$ cat src/rtl/pipelined_shifter_if.sv
// Handshake bundle for pipelined_shifter: operation request in, shifted result out.
// The master drives operations and consumes results; the shifter is the slave.
interface pipelined_shifter_if #(
    parameter int unsigned WIDTH = 32,
    parameter int unsigned TAG_W = 5
);
    localparam int unsigned AW = $clog2(WIDTH);

    logic             In_valid;
    logic             In_ready;
    logic [WIDTH-1:0] In_a;
    logic [AW-1:0]    In_amt;
    logic [2:0]       In_op;
    logic [TAG_W-1:0] In_tag;

    logic             Out_valid;
    logic             Out_ready;
    logic [WIDTH-1:0] Out_y;
    logic [TAG_W-1:0] Out_tag;
    logic             Out_illegal;

    modport master (
        output In_valid, In_a, In_amt, In_op, In_tag, Out_ready,
        input  In_ready, Out_valid, Out_y, Out_tag, Out_illegal
    );

    modport slave (
        input  In_valid, In_a, In_amt, In_op, In_tag, Out_ready,
        output In_ready, Out_valid, Out_y, Out_tag, Out_illegal
    );
endinterface

$ cat src/rtl/pipelined_shifter.sv
// Pipelined barrel shifter/rotator: log2(WIDTH) mux levels spread over STAGES
// elastic register stages, with tag pass-through, flush and reserved-op flagging.
module pipelined_shifter #(
    parameter int unsigned WIDTH  = 32,
    parameter int unsigned STAGES = 2,
    parameter int unsigned TAG_W  = 5
) (
    input  logic                Clk,
    input  logic                Reset_n,
    input  logic                Flush,
    pipelined_shifter_if.slave  bus
);
    localparam int unsigned L = $clog2(WIDTH);

    typedef enum logic [2:0] {
        OP_SLL = 3'b000,
        OP_SRL = 3'b001,
        OP_SRA = 3'b010,
        OP_ROL = 3'b011,
        OP_ROR = 3'b100
    } op_e;

    // Stage registers
    logic             valid_q [STAGES];
    logic [WIDTH-1:0] data_q  [STAGES];
    logic [L-1:0]     amt_q   [STAGES];
    op_e              op_q    [STAGES];
    logic             sign_q  [STAGES];
    logic [TAG_W-1:0] tag_q   [STAGES];
    logic             ill_q   [STAGES];

    // Values presented to the input side of each stage
    logic             s_valid [STAGES];
    logic [WIDTH-1:0] s_data  [STAGES];
    logic [L-1:0]     s_amt   [STAGES];
    op_e              s_op    [STAGES];
    logic             s_sign  [STAGES];
    logic [TAG_W-1:0] s_tag   [STAGES];
    logic             s_ill   [STAGES];

    logic [WIDTH-1:0] data_d  [STAGES];
    logic             adv     [STAGES];
    logic             in_ready;
    logic             illegal_in;

    function automatic logic [WIDTH-1:0] shift_level(
        input logic [WIDTH-1:0] d,
        input op_e              op,
        input logic             sign,
        input int unsigned      sh
    );
        case (op)
            OP_SLL:  return d << sh;
            OP_SRL:  return d >> sh;
            OP_SRA:  return (d >> sh) | ({WIDTH{sign}} << (WIDTH - sh));
            OP_ROL:  return (d << sh) | (d >> (WIDTH - sh));
            OP_ROR:  return (d >> sh) | (d << (WIDTH - sh));
            default: return d;
        endcase
    endfunction

    // A stage may load when it is empty or its occupant moves on this cycle.
    always_comb begin
        adv[STAGES-1] = !valid_q[STAGES-1] | bus.Out_ready;
        for (int unsigned k = 1; k < STAGES; k++) begin
            adv[STAGES-1-k] = !valid_q[STAGES-1-k] | adv[STAGES-k];
        end
    end

    assign in_ready   = Reset_n & ~Flush & adv[0];
    assign illegal_in = bus.In_op > 3'd4;

    // Reserved ops enter with zero data and sign so every level yields zero.
    always_comb begin
        s_valid[0] = bus.In_valid & in_ready;
        s_data[0]  = illegal_in ? '0 : bus.In_a;
        s_amt[0]   = bus.In_amt;
        s_op[0]    = op_e'(bus.In_op);
        s_sign[0]  = ~illegal_in & bus.In_a[WIDTH-1];
        s_tag[0]   = bus.In_tag;
        s_ill[0]   = illegal_in;
        for (int unsigned s = 1; s < STAGES; s++) begin
            s_valid[s] = valid_q[s-1];
            s_data[s]  = data_q[s-1];
            s_amt[s]   = amt_q[s-1];
            s_op[s]    = op_q[s-1];
            s_sign[s]  = sign_q[s-1];
            s_tag[s]   = tag_q[s-1];
            s_ill[s]   = ill_q[s-1];
        end
    end

    // Level i (shift 2^(L-1-i)) is evaluated in stage floor(i*STAGES/L).
    always_comb begin
        for (int unsigned s = 0; s < STAGES; s++) begin
            data_d[s] = s_data[s];
            for (int unsigned i = 0; i < L; i++) begin
                if (((i * STAGES) / L) == s && s_amt[s][L-1-i]) begin
                    data_d[s] = shift_level(data_d[s], s_op[s], s_sign[s], 32'd1 << (L - 1 - i));
                end
            end
        end
    end

    always_ff @(posedge Clk or negedge Reset_n) begin
        if (!Reset_n) begin
            for (int unsigned s = 0; s < STAGES; s++) begin
                valid_q[s] <= 1'b0;
                data_q[s]  <= '0;
                amt_q[s]   <= '0;
                op_q[s]    <= OP_SLL;
                sign_q[s]  <= 1'b0;
                tag_q[s]   <= '0;
                ill_q[s]   <= 1'b0;
            end
        end else begin
            for (int unsigned s = 0; s < STAGES; s++) begin
                if (Flush) begin
                    valid_q[s] <= 1'b0;
                end else if (adv[s]) begin
                    valid_q[s] <= s_valid[s];
                    if (s_valid[s]) begin
                        data_q[s] <= data_d[s];
                        amt_q[s]  <= s_amt[s];
                        op_q[s]   <= s_op[s];
                        sign_q[s] <= s_sign[s];
                        tag_q[s]  <= s_tag[s];
                        ill_q[s]  <= s_ill[s];
                    end
                end
            end
        end
    end

    assign bus.In_ready    = in_ready;
    assign bus.Out_valid   = valid_q[STAGES-1];
    assign bus.Out_y       = data_q[STAGES-1];
    assign bus.Out_tag     = tag_q[STAGES-1];
    assign bus.Out_illegal = ill_q[STAGES-1];
endmodule

$ cat src/flat_wrapper.sv
// flat-port wrapper written by rule: the top's interface ports become plain ports
module pipelined_shifter_flat 
#(
    parameter int unsigned WIDTH  = 32,
    parameter int unsigned STAGES = 2,
    parameter int unsigned TAG_W  = 5
)
  (Clk, Reset_n, Flush, bus_In_valid, bus_In_a, bus_In_amt, bus_In_op, bus_In_tag, bus_Out_ready, bus_In_ready, bus_Out_valid, bus_Out_y, bus_Out_tag, bus_Out_illegal);
  pipelined_shifter_if #(.WIDTH(WIDTH), .TAG_W(TAG_W)) bus_i ();
  input  logic Clk;
  input  logic Reset_n;
  input  logic Flush;
  input wire logic [$bits(bus_i.In_valid)-1:0] bus_In_valid;
  input wire logic [$bits(bus_i.In_a)-1:0] bus_In_a;
  input wire logic [$bits(bus_i.In_amt)-1:0] bus_In_amt;
  input wire logic [$bits(bus_i.In_op)-1:0] bus_In_op;
  input wire logic [$bits(bus_i.In_tag)-1:0] bus_In_tag;
  input wire logic [$bits(bus_i.Out_ready)-1:0] bus_Out_ready;
  output wire logic [$bits(bus_i.In_ready)-1:0] bus_In_ready;
  output wire logic [$bits(bus_i.Out_valid)-1:0] bus_Out_valid;
  output wire logic [$bits(bus_i.Out_y)-1:0] bus_Out_y;
  output wire logic [$bits(bus_i.Out_tag)-1:0] bus_Out_tag;
  output wire logic [$bits(bus_i.Out_illegal)-1:0] bus_Out_illegal;
  assign bus_i.In_valid = bus_In_valid;
  assign bus_i.In_a = bus_In_a;
  assign bus_i.In_amt = bus_In_amt;
  assign bus_i.In_op = bus_In_op;
  assign bus_i.In_tag = bus_In_tag;
  assign bus_i.Out_ready = bus_Out_ready;
  assign bus_In_ready = bus_i.In_ready;
  assign bus_Out_valid = bus_i.Out_valid;
  assign bus_Out_y = bus_i.Out_y;
  assign bus_Out_tag = bus_i.Out_tag;
  assign bus_Out_illegal = bus_i.Out_illegal;
  pipelined_shifter #(.WIDTH(WIDTH), .STAGES(STAGES), .TAG_W(TAG_W)) u_core (.Clk(Clk), .Reset_n(Reset_n), .Flush(Flush), .bus(bus_i));
endmodule
$ cat config.mk
export PLATFORM = sky130hd
export DESIGN_NAME = pipelined_shifter_flat
export DESIGN_NICKNAME = d
export VERILOG_FILES = /design/src/rtl/pipelined_shifter_if.sv /design/src/rtl/pipelined_shifter.sv /design/src/flat_wrapper.sv
export SDC_FILE = /design/constraint.sdc
export NUM_CORES = 1
export LEC_CHECK = 0
export ABC_CLOCK_PERIOD_IN_PS = 2700
export CAP_MARGIN = 10
export CORE_MARGIN = 1.5
export CORE_UTILIZATION = 31
export CTS_BUF_LIST = sky130_fd_sc_hd__clkbuf_16
export CTS_CLUSTER_SIZE = 14
export DETAILED_ROUTE_END_ITERATION = 12
export HOLD_SLACK_MARGIN = 0.03
export SYNTH_ARGS = -nofsm -noshare
export SYNTH_HDL_FRONTEND = slang
export SYNTH_SLANG_ARGS = --single-unit
$ cat constraint.sdc
create_clock -name Clk -period 2.7 [get_ports Clk]
set_input_delay 0.54 -clock Clk [delete_from_list [all_inputs] [get_ports Clk]]
set_output_delay 0.54 -clock Clk [all_outputs]
set_load 0.03 [all_outputs]
==> results.txt, run 1 <==
run results: Worst EP required=between 2 and 3 ns, mux share=7.82%, placed cells=1387, Post-Layout Inst Area=between 9000 and 10000 sq um, crit-path max cell delay=~0.50 ns, Buffers on Ports=89, busiest grt layer=met2, worst hold slack=0.469 ns, combinational gate count=723, Final ANT Viol Nets=0, setup bufs post-CTS=0, Inserted Clock Buffers=9, most frequent cells in the layout=buf_4, nand2_1, nor2_1, share of power burned in registers=30.5%, worst setup path endpoint=u_core.data_q[47], number of diodes=0, Cell Type Count=91, Worst Tran Pin Value=0.607 ns, outcome=complete, no violations, top cells, area=dfrtp_1, mux2i_1, nand2_1, nor2_1, buf_4, synthesis area per yosys=approximately 7600 sq um, Internal Power=3.88 mW, total sequential power=1.97 mW, Slew Viols, Final=0, Max Freq=0.385 GHz, hpwl dp=22000 um, simple-gate portion of the synthesized area=18.2%, setup TNS=0 ns, First-pass DRT Iterations=5, vias in the first global route=roughly 7700, DR WL/cell=around 20 um, core area=24200 sq um, Detail Route met2 WL=12000 um, Net Sw Frac=40.1%, Seq area share=approximately a fifth, r2r startpoint=u_core.op_q[3], Signal buffers=248, die area=25400 sq um
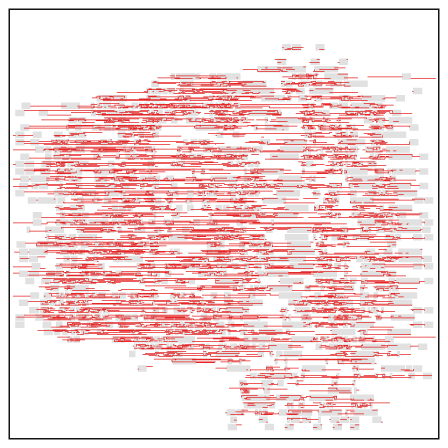
Fig. 1. Metal 1 (run 1).
1027 nets have wire on it. The longest straight run is 46.9 um. The wires run mostly horizontal. The layer carries 13100 um of wire.

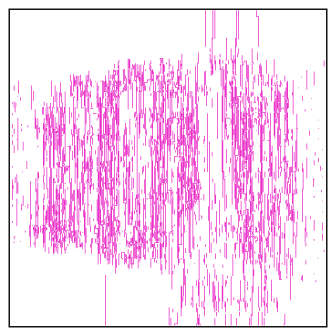
Fig. 2. M2 wires (run 1).
The layer holds 43% of the routed length. The layer carries 12000 um of wire. The longest straight run is 58.3 um. The wires run mostly vertical. 906 nets have wire on it.

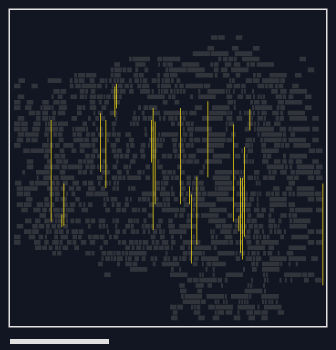
Fig. 3. M4 wires (run 1).
Bar = 50 um.
The longest straight run is 61.2 um. The layer carries 697 um of wire. The wires run mostly vertical. The layer holds 2.5% of the routed length.
via count: 8150
total routed wirelength: 28100 um

==> run 2, diff against run 1 <==
==> constraint.sdc (replaced) <==
create_clock -name Clk -period 2.7 [get_ports Clk]
set_input_delay 0.54 -clock Clk [delete_from_list [all_inputs] [get_ports Clk]]
set_output_delay 0.54 -clock Clk [all_outputs]
set_load 0.1 [all_outputs]
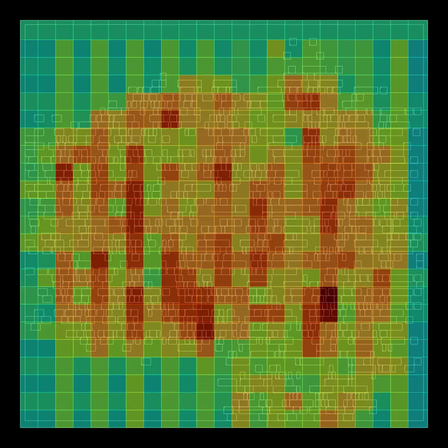
Fig. 4. Routing congestion (run 2).
fin util: 40.7%
GR Util met2: 33.1%
All-Layer GR Usage: 22.2%
busiest grt layer: met2

==> run 2 against run 1 <==
- register-to-register slack better by 0.05 ns
- sequential share of layout area did not move
- non-clock buffer count grew 10
- die size did not move
- largest power group unchanged
==> results.txt, run 2 <==
run results: Post-Layout Inst Area=about 10000 sq um, Signal buffers=258, crit-path max cell delay=about 0.45 ns, number of diodes=0, Cell Type Count=between 90 and 100, Final ANT Viol Nets=0, mux share=under 10%, Internal Power=about 3.7 mW, vias in the first global route=roughly 8000, Slew Viols, Final=0, worst setup path endpoint=u_core.data_q[47], First-pass DRT Iterations=7, Inserted Clock Buffers=9, top cells, area=dfrtp_1, mux2i_1, nand2_1, nor2_1, buf_4, share of power burned in registers=26.0%, DR WL/cell=20.0 um, setup bufs post-CTS=0, Max Freq=about 0.40 GHz, synthesis area per yosys=7580 sq um, combinational gate count=723, total routed wirelength=roughly 28000 um, Worst Tran Pin Value=0.563 ns, Buffers on Ports=89, hpwl dp=approximately 22000 um, via count=8228, worst hold slack=0.468 ns, Detail Route met2 WL=12400 um, outcome=complete, no violations, Seq area share=between 20% and 30%, setup TNS=0 ns
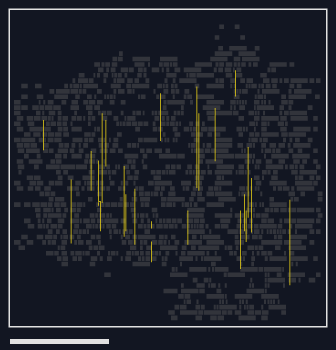
Fig. 5. M4 wires (run 2).
Bar = 50 um.
The layer holds 2.1% of the routed length. 19 nets have wire on it. The wires run mostly vertical. The layer carries 606 um of wire.

Power and IR drop assume default switching activity.
